**src/rtl/regbank_dbg_arbiter_pkg.sv**
```systemverilog
// Shared constants and FSM state type for the register-bank debug arbiter.
// The WR_* states exist only when REGBANK_DBG_WRITE_EN is defined.
package regbank_pkg;

  localparam int REG_ADDR_W = 5;
  localparam int NUM_REGS   = 32;
  localparam int LAST_REG   = NUM_REGS - 1;

  localparam logic [2:0] ST_IDLE    = 3'd0;
  localparam logic [2:0] ST_DRAIN   = 3'd1;
  localparam logic [2:0] ST_RD_ADDR = 3'd2;
  localparam logic [2:0] ST_RD_DATA = 3'd3;
  localparam logic [2:0] ST_WR_ADDR = 3'd4;
  localparam logic [2:0] ST_WR_DATA = 3'd5;

  typedef enum logic [2:0] {
    S_IDLE    = ST_IDLE,
    S_DRAIN   = ST_DRAIN,
    S_RD_ADDR = ST_RD_ADDR,
    S_RD_DATA = ST_RD_DATA
`ifdef REGBANK_DBG_WRITE_EN
    ,
    S_WR_ADDR = ST_WR_ADDR,
    S_WR_DATA = ST_WR_DATA
`endif
  } state_t;

endpackage

```
**src/rtl/regbank_dbg_arbiter_if.sv**
```systemverilog
// Bundle of pipeline, register-bank and debug-unit signals around the arbiter.
// slave = arbiter side, master = surrounding pipeline / bank / UART debug unit.
interface regbank_dbg_arbiter_if #(parameter int DATA_WIDTH = 32);
  import regbank_pkg::*;

  logic                  i_wb_regwrite;
  logic [REG_ADDR_W-1:0] i_wb_rd;
  logic [DATA_WIDTH-1:0] i_wb_data;
  logic [REG_ADDR_W-1:0] i_id_rs;
  logic [REG_ADDR_W-1:0] i_id_rt;
  logic                  o_stall;

  logic                  o_rb_regwrite;
  logic [DATA_WIDTH-1:0] o_rb_writedata;
  logic [REG_ADDR_W-1:0] o_rb_rs;
  logic [REG_ADDR_W-1:0] o_rb_rt;
  logic [REG_ADDR_W-1:0] o_rb_rd;
  logic [DATA_WIDTH-1:0] i_rb_regA;

  logic                  i_dbg_dump_req;
  logic                  i_dbg_wr_req;
  logic [REG_ADDR_W-1:0] i_dbg_wr_addr;
  logic [DATA_WIDTH-1:0] i_dbg_wr_data;
  logic                  o_dbg_busy;
  logic                  o_dbg_valid;
  logic                  i_dbg_ready;
  logic [DATA_WIDTH-1:0] o_dbg_data;
  logic                  o_dbg_last;

  modport slave (
    input  i_wb_regwrite, i_wb_rd, i_wb_data, i_id_rs, i_id_rt,
    output o_stall,
    output o_rb_regwrite, o_rb_writedata, o_rb_rs, o_rb_rt, o_rb_rd,
    input  i_rb_regA,
    input  i_dbg_dump_req, i_dbg_wr_req, i_dbg_wr_addr, i_dbg_wr_data, i_dbg_ready,
    output o_dbg_busy, o_dbg_valid, o_dbg_data, o_dbg_last
  );

  modport master (
    output i_wb_regwrite, i_wb_rd, i_wb_data, i_id_rs, i_id_rt,
    input  o_stall,
    input  o_rb_regwrite, o_rb_writedata, o_rb_rs, o_rb_rt, o_rb_rd,
    output i_rb_regA,
    output i_dbg_dump_req, i_dbg_wr_req, i_dbg_wr_addr, i_dbg_wr_data, i_dbg_ready,
    input  o_dbg_busy, o_dbg_valid, o_dbg_data, o_dbg_last
  );

endinterface

```
**src/rtl/regbank_dbg_arbiter_dbg_word_buffer.sv**
```systemverilog
// One-entry holding register for dump words: the first presented cycle shows the bank
// output directly, and the word is frozen while the consumer is not ready.
module dbg_word_buffer #(
  parameter int DATA_WIDTH = 32
) (
  input  logic                  i_clock,
  input  logic                  i_reset,
  input  logic                  present,
  input  logic [DATA_WIDTH-1:0] load_data,
  input  logic                  load_last,
  input  logic                  ready,
  output logic                  valid,
  output logic [DATA_WIDTH-1:0] data,
  output logic                  last,
  output logic                  xfer
);

  logic                  held_q;
  logic [DATA_WIDTH-1:0] data_q;
  logic                  last_q;

  always_ff @(posedge i_clock or posedge i_reset) begin
    if (i_reset) begin
      held_q <= 1'b0;
      data_q <= '0;
      last_q <= 1'b0;
    end else if (present && !ready && !held_q) begin
      held_q <= 1'b1;
      data_q <= load_data;
      last_q <= load_last;
    end else if (!present || ready) begin
      held_q <= 1'b0;
    end
  end

  // Outputs are zero whenever no word is presented, so a reset never leaves a stale word.
  assign valid = present;
  assign xfer  = present && ready;
  assign data  = !present ? '0   : (held_q ? data_q : load_data);
  assign last  = !present ? 1'b0 : (held_q ? last_q : load_last);

endmodule

```
**src/rtl/regbank_dbg_arbiter.sv**
```systemverilog
// Shares the register bank between the pipeline and the debug unit (dump, optional write).
// Debug write path is built only when REGBANK_DBG_WRITE_EN is defined.
module regbank_dbg_arbiter
  import regbank_pkg::*;
#(
  parameter int DATA_WIDTH   = 32,
  parameter int DRAIN_CYCLES = 4
) (
  input  logic                  i_clock,
  input  logic                  i_reset,
  regbank_dbg_arbiter_if.slave  bus
);

  localparam int DRAIN_W = (DRAIN_CYCLES > 1) ? $clog2(DRAIN_CYCLES) : 1;

  state_t                state_q, state_d;
  logic [REG_ADDR_W-1:0] index_q, index_d;
  logic [DRAIN_W-1:0]    drain_q, drain_d;
  logic                  present;
  logic                  xfer;
  logic                  buf_valid;
  logic                  buf_last;
  logic [DATA_WIDTH-1:0] buf_data;

`ifdef REGBANK_DBG_WRITE_EN
  logic                  dump_op_q;
  logic [REG_ADDR_W-1:0] wr_addr_q;
  logic [DATA_WIDTH-1:0] wr_data_q;

  // A simultaneous dump request wins; the latched write operands are then simply unused.
  always_ff @(posedge i_clock or posedge i_reset) begin
    if (i_reset) begin
      dump_op_q <= 1'b0;
      wr_addr_q <= '0;
      wr_data_q <= '0;
    end else if (state_q == S_IDLE && (bus.i_dbg_dump_req || bus.i_dbg_wr_req)) begin
      dump_op_q <= bus.i_dbg_dump_req;
      wr_addr_q <= bus.i_dbg_wr_addr;
      wr_data_q <= bus.i_dbg_wr_data;
    end
  end
`else
  logic unused_wr;
  assign unused_wr = ^{bus.i_dbg_wr_req, bus.i_dbg_wr_addr, bus.i_dbg_wr_data};
`endif

  always_ff @(posedge i_clock or posedge i_reset) begin
    if (i_reset) begin
      state_q <= S_IDLE;
      index_q <= '0;
      drain_q <= '0;
    end else begin
      state_q <= state_d;
      index_q <= index_d;
      drain_q <= drain_d;
    end
  end

  // Bank ports default to the pipeline; debug states override only what they own.
  always_comb begin
    state_d            = state_q;
    index_d            = index_q;
    drain_d            = drain_q;
    present            = 1'b0;
    bus.o_stall        = 1'b1;
    bus.o_rb_regwrite  = bus.i_wb_regwrite;
    bus.o_rb_writedata = bus.i_wb_data;
    bus.o_rb_rs        = bus.i_id_rs;
    bus.o_rb_rt        = bus.i_id_rt;
    bus.o_rb_rd        = bus.i_wb_rd;

    case (state_q)
      S_IDLE: begin
        bus.o_stall = 1'b0;
        drain_d     = '0;
        if (bus.i_dbg_dump_req) begin
          state_d = S_DRAIN;
`ifdef REGBANK_DBG_WRITE_EN
        end else if (bus.i_dbg_wr_req) begin
          state_d = S_DRAIN;
`endif
        end
      end
      S_DRAIN: begin
        if (drain_q == DRAIN_W'(DRAIN_CYCLES - 1)) begin
          drain_d = '0;
`ifdef REGBANK_DBG_WRITE_EN
          state_d = dump_op_q ? S_RD_ADDR : S_WR_ADDR;
`else
          state_d = S_RD_ADDR;
`endif
        end else begin
          drain_d = drain_q + DRAIN_W'(1);
        end
      end
      S_RD_ADDR: begin
        bus.o_rb_rs       = index_q;
        bus.o_rb_regwrite = 1'b0;
        state_d           = S_RD_DATA;
      end
      S_RD_DATA: begin
        bus.o_rb_rs       = index_q;
        bus.o_rb_regwrite = 1'b0;
        present           = 1'b1;
        if (xfer) begin
          if (index_q == REG_ADDR_W'(LAST_REG)) begin
            index_d = '0;
            state_d = S_IDLE;
          end else begin
            index_d = index_q + REG_ADDR_W'(1);
            state_d = S_RD_ADDR;
          end
        end
      end
`ifdef REGBANK_DBG_WRITE_EN
      S_WR_ADDR: begin
        bus.o_rb_rd       = wr_addr_q;
        bus.o_rb_regwrite = 1'b0;
        state_d           = S_WR_DATA;
      end
      S_WR_DATA: begin
        bus.o_rb_rd        = wr_addr_q;
        bus.o_rb_regwrite  = 1'b1;
        bus.o_rb_writedata = wr_data_q;
        state_d            = S_IDLE;
      end
`endif
      default: state_d = S_IDLE;
    endcase
  end

  dbg_word_buffer #(.DATA_WIDTH(DATA_WIDTH)) u_word_buffer (
    .i_clock   (i_clock),
    .i_reset   (i_reset),
    .present   (present),
    .load_data (bus.i_rb_regA),
    .load_last (index_q == REG_ADDR_W'(LAST_REG)),
    .ready     (bus.i_dbg_ready),
    .valid     (buf_valid),
    .data      (buf_data),
    .last      (buf_last),
    .xfer      (xfer)
  );

  assign bus.o_dbg_busy  = (state_q != S_IDLE);
  assign bus.o_dbg_valid = buf_valid;
  assign bus.o_dbg_data  = buf_data;
  assign bus.o_dbg_last  = buf_last;

endmodule

```
**src/flat_wrapper.sv**
```systemverilog
// flat-port wrapper written by rule: the top's interface ports become plain ports
module regbank_dbg_arbiter_flat import regbank_pkg::*;
#(
  parameter int DATA_WIDTH   = 32,
  parameter int DRAIN_CYCLES = 4
)
  (i_clock, i_reset, bus_i_wb_regwrite, bus_i_wb_rd, bus_i_wb_data, bus_i_id_rs, bus_i_id_rt, bus_o_stall, bus_o_rb_regwrite, bus_o_rb_writedata, bus_o_rb_rs, bus_o_rb_rt, bus_o_rb_rd, bus_i_rb_regA, bus_i_dbg_dump_req, bus_i_dbg_wr_req, bus_i_dbg_wr_addr, bus_i_dbg_wr_data, bus_i_dbg_ready, bus_o_dbg_busy, bus_o_dbg_valid, bus_o_dbg_data, bus_o_dbg_last);
  regbank_dbg_arbiter_if #(.DATA_WIDTH(DATA_WIDTH)) bus_i ();
  input  logic i_clock;
  input  logic i_reset;
  input wire logic [$bits(bus_i.i_wb_regwrite)-1:0] bus_i_wb_regwrite;
  input wire logic [$bits(bus_i.i_wb_rd)-1:0] bus_i_wb_rd;
  input wire logic [$bits(bus_i.i_wb_data)-1:0] bus_i_wb_data;
  input wire logic [$bits(bus_i.i_id_rs)-1:0] bus_i_id_rs;
  input wire logic [$bits(bus_i.i_id_rt)-1:0] bus_i_id_rt;
  output wire logic [$bits(bus_i.o_stall)-1:0] bus_o_stall;
  output wire logic [$bits(bus_i.o_rb_regwrite)-1:0] bus_o_rb_regwrite;
  output wire logic [$bits(bus_i.o_rb_writedata)-1:0] bus_o_rb_writedata;
  output wire logic [$bits(bus_i.o_rb_rs)-1:0] bus_o_rb_rs;
  output wire logic [$bits(bus_i.o_rb_rt)-1:0] bus_o_rb_rt;
  output wire logic [$bits(bus_i.o_rb_rd)-1:0] bus_o_rb_rd;
  input wire logic [$bits(bus_i.i_rb_regA)-1:0] bus_i_rb_regA;
  input wire logic [$bits(bus_i.i_dbg_dump_req)-1:0] bus_i_dbg_dump_req;
  input wire logic [$bits(bus_i.i_dbg_wr_req)-1:0] bus_i_dbg_wr_req;
  input wire logic [$bits(bus_i.i_dbg_wr_addr)-1:0] bus_i_dbg_wr_addr;
  input wire logic [$bits(bus_i.i_dbg_wr_data)-1:0] bus_i_dbg_wr_data;
  input wire logic [$bits(bus_i.i_dbg_ready)-1:0] bus_i_dbg_ready;
  output wire logic [$bits(bus_i.o_dbg_busy)-1:0] bus_o_dbg_busy;
  output wire logic [$bits(bus_i.o_dbg_valid)-1:0] bus_o_dbg_valid;
  output wire logic [$bits(bus_i.o_dbg_data)-1:0] bus_o_dbg_data;
  output wire logic [$bits(bus_i.o_dbg_last)-1:0] bus_o_dbg_last;
  assign bus_i.i_wb_regwrite = bus_i_wb_regwrite;
  assign bus_i.i_wb_rd = bus_i_wb_rd;
  assign bus_i.i_wb_data = bus_i_wb_data;
  assign bus_i.i_id_rs = bus_i_id_rs;
  assign bus_i.i_id_rt = bus_i_id_rt;
  assign bus_o_stall = bus_i.o_stall;
  assign bus_o_rb_regwrite = bus_i.o_rb_regwrite;
  assign bus_o_rb_writedata = bus_i.o_rb_writedata;
  assign bus_o_rb_rs = bus_i.o_rb_rs;
  assign bus_o_rb_rt = bus_i.o_rb_rt;
  assign bus_o_rb_rd = bus_i.o_rb_rd;
  assign bus_i.i_rb_regA = bus_i_rb_regA;
  assign bus_i.i_dbg_dump_req = bus_i_dbg_dump_req;
  assign bus_i.i_dbg_wr_req = bus_i_dbg_wr_req;
  assign bus_i.i_dbg_wr_addr = bus_i_dbg_wr_addr;
  assign bus_i.i_dbg_wr_data = bus_i_dbg_wr_data;
  assign bus_i.i_dbg_ready = bus_i_dbg_ready;
  assign bus_o_dbg_busy = bus_i.o_dbg_busy;
  assign bus_o_dbg_valid = bus_i.o_dbg_valid;
  assign bus_o_dbg_data = bus_i.o_dbg_data;
  assign bus_o_dbg_last = bus_i.o_dbg_last;
  regbank_dbg_arbiter #(.DATA_WIDTH(DATA_WIDTH), .DRAIN_CYCLES(DRAIN_CYCLES)) u_core (.i_clock(i_clock), .i_reset(i_reset), .bus(bus_i));
endmodule
```
**config.mk**
```make
export PLATFORM = sky130hd
export DESIGN_NAME = regbank_dbg_arbiter_flat
export DESIGN_NICKNAME = d
export VERILOG_FILES = /design/src/rtl/regbank_dbg_arbiter_pkg.sv /design/src/rtl/regbank_dbg_arbiter_if.sv /design/src/rtl/regbank_dbg_arbiter_dbg_word_buffer.sv /design/src/rtl/regbank_dbg_arbiter.sv /design/src/flat_wrapper.sv
export SDC_FILE = /design/constraint.sdc
export NUM_CORES = 1
export LEC_CHECK = 0
export ABC_AREA = 1
export ABC_CLOCK_PERIOD_IN_PS = 3580
export CAP_MARGIN = 40
export CORE_ASPECT_RATIO = 0.8
export CORE_MARGIN = 4
export CORE_UTILIZATION = 37
export CTS_CLUSTER_SIZE = 12
export DETAILED_ROUTE_END_ITERATION = 16
export PLACE_DENSITY = 0.86
export SLEW_MARGIN = 20
export SYNTH_ARGS = -nofsm -noshare
export SYNTH_HDL_FRONTEND = slang
export SYNTH_HIERARCHICAL = 1
export SYNTH_SLANG_ARGS = --single-unit
```
**constraint.sdc**
```tcl
create_clock -name i_clock -period 3.58 [get_ports i_clock]
set_clock_uncertainty 0.2 [all_clocks]
set_input_delay 0.358 -clock i_clock [delete_from_list [all_inputs] [get_ports i_clock]]
set_output_delay 0.358 -clock i_clock [all_outputs]
set_load 0.05 [all_outputs]
```
==> Implementation_results.wiki <==
== Implementation results ==
{| class="wikitable"
! Metric !! Value
|-
| Synth area leaders || sky130_fd_sc_hd__dfrtp_1 39%, sky130_fd_sc_hd__buf_4 13%, sky130_fd_sc_hd__nand2_1 12%, sky130_fd_sc_hd__nor2_1 9.8%, sky130_fd_sc_hd__nand4_1 7.4%
|-
| Fill cell instance count of the final layout || 742
|-
| Upper clock frequency limit || 0.326 GHz
|-
| Registers with the most flip-flops || u_core/u_word_buffer/data_q: 32 flops, u_core/index_q: 5 flops
|-
| Iter 0 DRT Violations || 121
|-
| Detailed route wirelength on metal3 || 486 um
|-
| Detailed-router iteration count before antenna repair || 6
|-
| Number of antenna cells inserted || 0
|-
| Number of H-tree branching levels || 2
|-
| Status || completed
|-
| Hold Crit Class || primary input to async pin
|-
| Post_cts resized || 0
|-
| Number of hold-slack violations in the final timing report || 0
|-
| CP startpoint kind || flop
|-
| Highest routed metal layer || met4
|-
| Clk_buf instances || 5
|-
| Pre-CTS setup slack || 848 ps
|-
| GR Overflow Total || 0
|-
| Max Transition Viols Final || 0
|-
| Wire length on met2 || 3.28 mm
|-
| Synthesized-area fraction occupied by and/or/nand/nor cells || 32.2%
|-
| Total setup buffers inserted after CTS || 0
|-
| Non-clock buffer instance count of the final layout || 89
|-
| Area fraction of the dominant cell type after synthesis || 38.6%
|-
| WL met1 || 2.98 mm
|-
| Number of clock buffers inserted by TritonCTS || 5
|-
| Number of tap instances || 90
|-
| Actual slew at the worst max-slew pin || 715 ps
|-
| Number of flip-flops in the largest register || 32
|-
| Slowest cell on the critical path || sky130_fd_sc_hd__clkdlybuf4s50_1
|-
| Part of the power in combinational logic || 65.5%
|-
| Number of cells in the design after placement || 491
|-
| Power, Total || 3.79 mW
|-
| Cts-stage hold buffer count || 0
|-
| Critical path required time || 3020 ps
|-
| Share of the clock period used by the worst path after layout || 85.6%
|-
| Cell variety after synth || 24
|-
| Share of post-route cells with drive strength above 1 || 7.09%
|-
| Ao+oa area frac || 8.34%
|-
| Count of non-CTS inverters in the layout || 16
|-
| I/O Pins || 206
|-
| Total die size || 9000 um2
|-
| Cell chain of the critical path || nand2_4, inv_2, buf_4, o21ai_0, nor2_1, clkdlybuf4s50_1
|-
| Sum Neg Setup Slack || 0 ps
|-
| Register name with the most flops || u_core/u_word_buffer/data_q
|-
| Via-per-instance ratio || 5.12
|-
| Row count || 28
|-
| Power density over the cells || 1100 nW/um2
|-
| Net total in the final layout || 533
|-
| OpenROAD warnings || 64
|-
| Chip area line of the yosys report || 2790 um2
|-
| Instance count of the mapped netlist || 380
|}
## final timing paths
check                                                           startpoint                                          end  slack [ps]  cells past startpoint
worst max-delay path                         u_core/state_q[1]$_DFFE_PP0P_                           bus_o_dbg_data[12]         510                      6
worst min-delay path                                               i_reset                u_core/state_q[0]$_DFFE_PP0P_         160                      2
worst max register to register               u_core/state_q[1]$_DFFE_PP0P_  u_core/u_word_buffer/data_q[17]$_DFFE_PP0P_        1270                      6
worst min register to register  u_core/u_word_buffer/data_q[4]$_DFFE_PP0P_   u_core/u_word_buffer/data_q[4]$_DFFE_PP0P_         270                      2
max in group asynchronous                                          i_reset   u_core/u_word_buffer/data_q[2]$_DFFE_PP0P_        2550                      3
min in group i_clock            u_core/u_word_buffer/data_q[4]$_DFFE_PP0P_   u_core/u_word_buffer/data_q[4]$_DFFE_PP0P_         270                      2
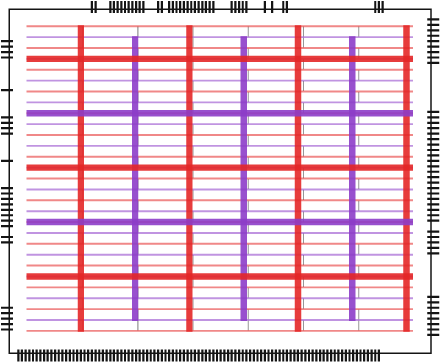
*PDN straps and rails*
Scale: 4 px per um. Pins as bars on the die edge. Tap cells in grey.
Key: purple = VDD; red = VSS
90 tap cells. 5 straps on met5. 29 met1 rails follow the rows.
highest ir drop seen on vdd: 548 uV
die width: 105 um
floorplan core area: 7360 um2

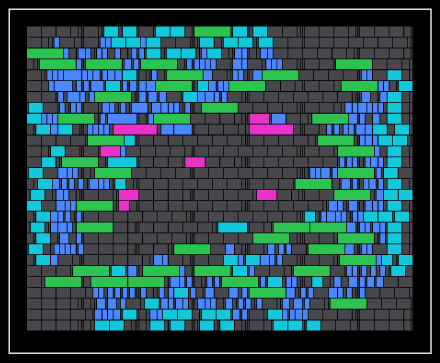
*Placement by cell class*
Scale: 4 px per um. Fill, decap, tap and diode cells in grey.
Key: magenta = clock drivers and dummy loads [cells 8]; cyan = other buffers and delay cells [cells 89]; blue = all other logic [cells 269]; green = flops [cells 43]
sequential share of cell area: 31.2%
area of all placed cells without fillers: 3450 um2

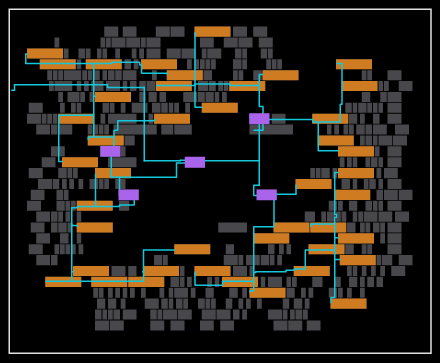
*Clock wires, drivers and flops*
Scale: 4 px per um.
Key: orange = flip-flops [count 43]; purple = cells driving clock nets [count 5]; cyan = clock wires [length 579 um]
There are 6 routed clock nets.
clock latency on the worst-skew pair: 290 ps
Clock group: 451 uW

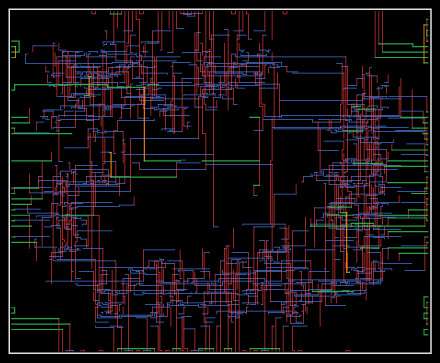
*Routed metal, one colour a layer*
Scale: 4 px per um.
Key: blue = met1 [wire length 2980 um]; red = met2 [wire length 3280 um]; green = met3 [wire length 487 um]; orange = met4 [wire length 56.4 um]
routed wirelength normalized by instance count: 13.6 um
GRT Resource Usage Total: 15.1%
total number of vias: 2556
wirelength, routed: 6.80 mm

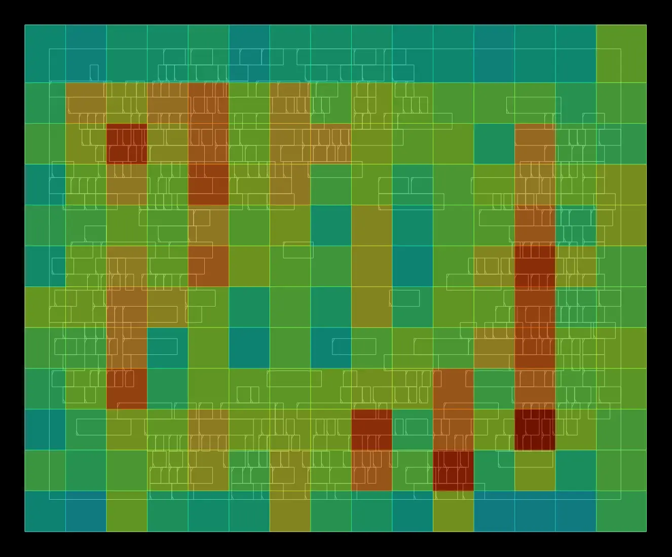
*Track usage over the die*
global route hottest layer: met2
global routing met1 resource utilization: 18.2%

Power is estimated from default activity; no workload was simulated.
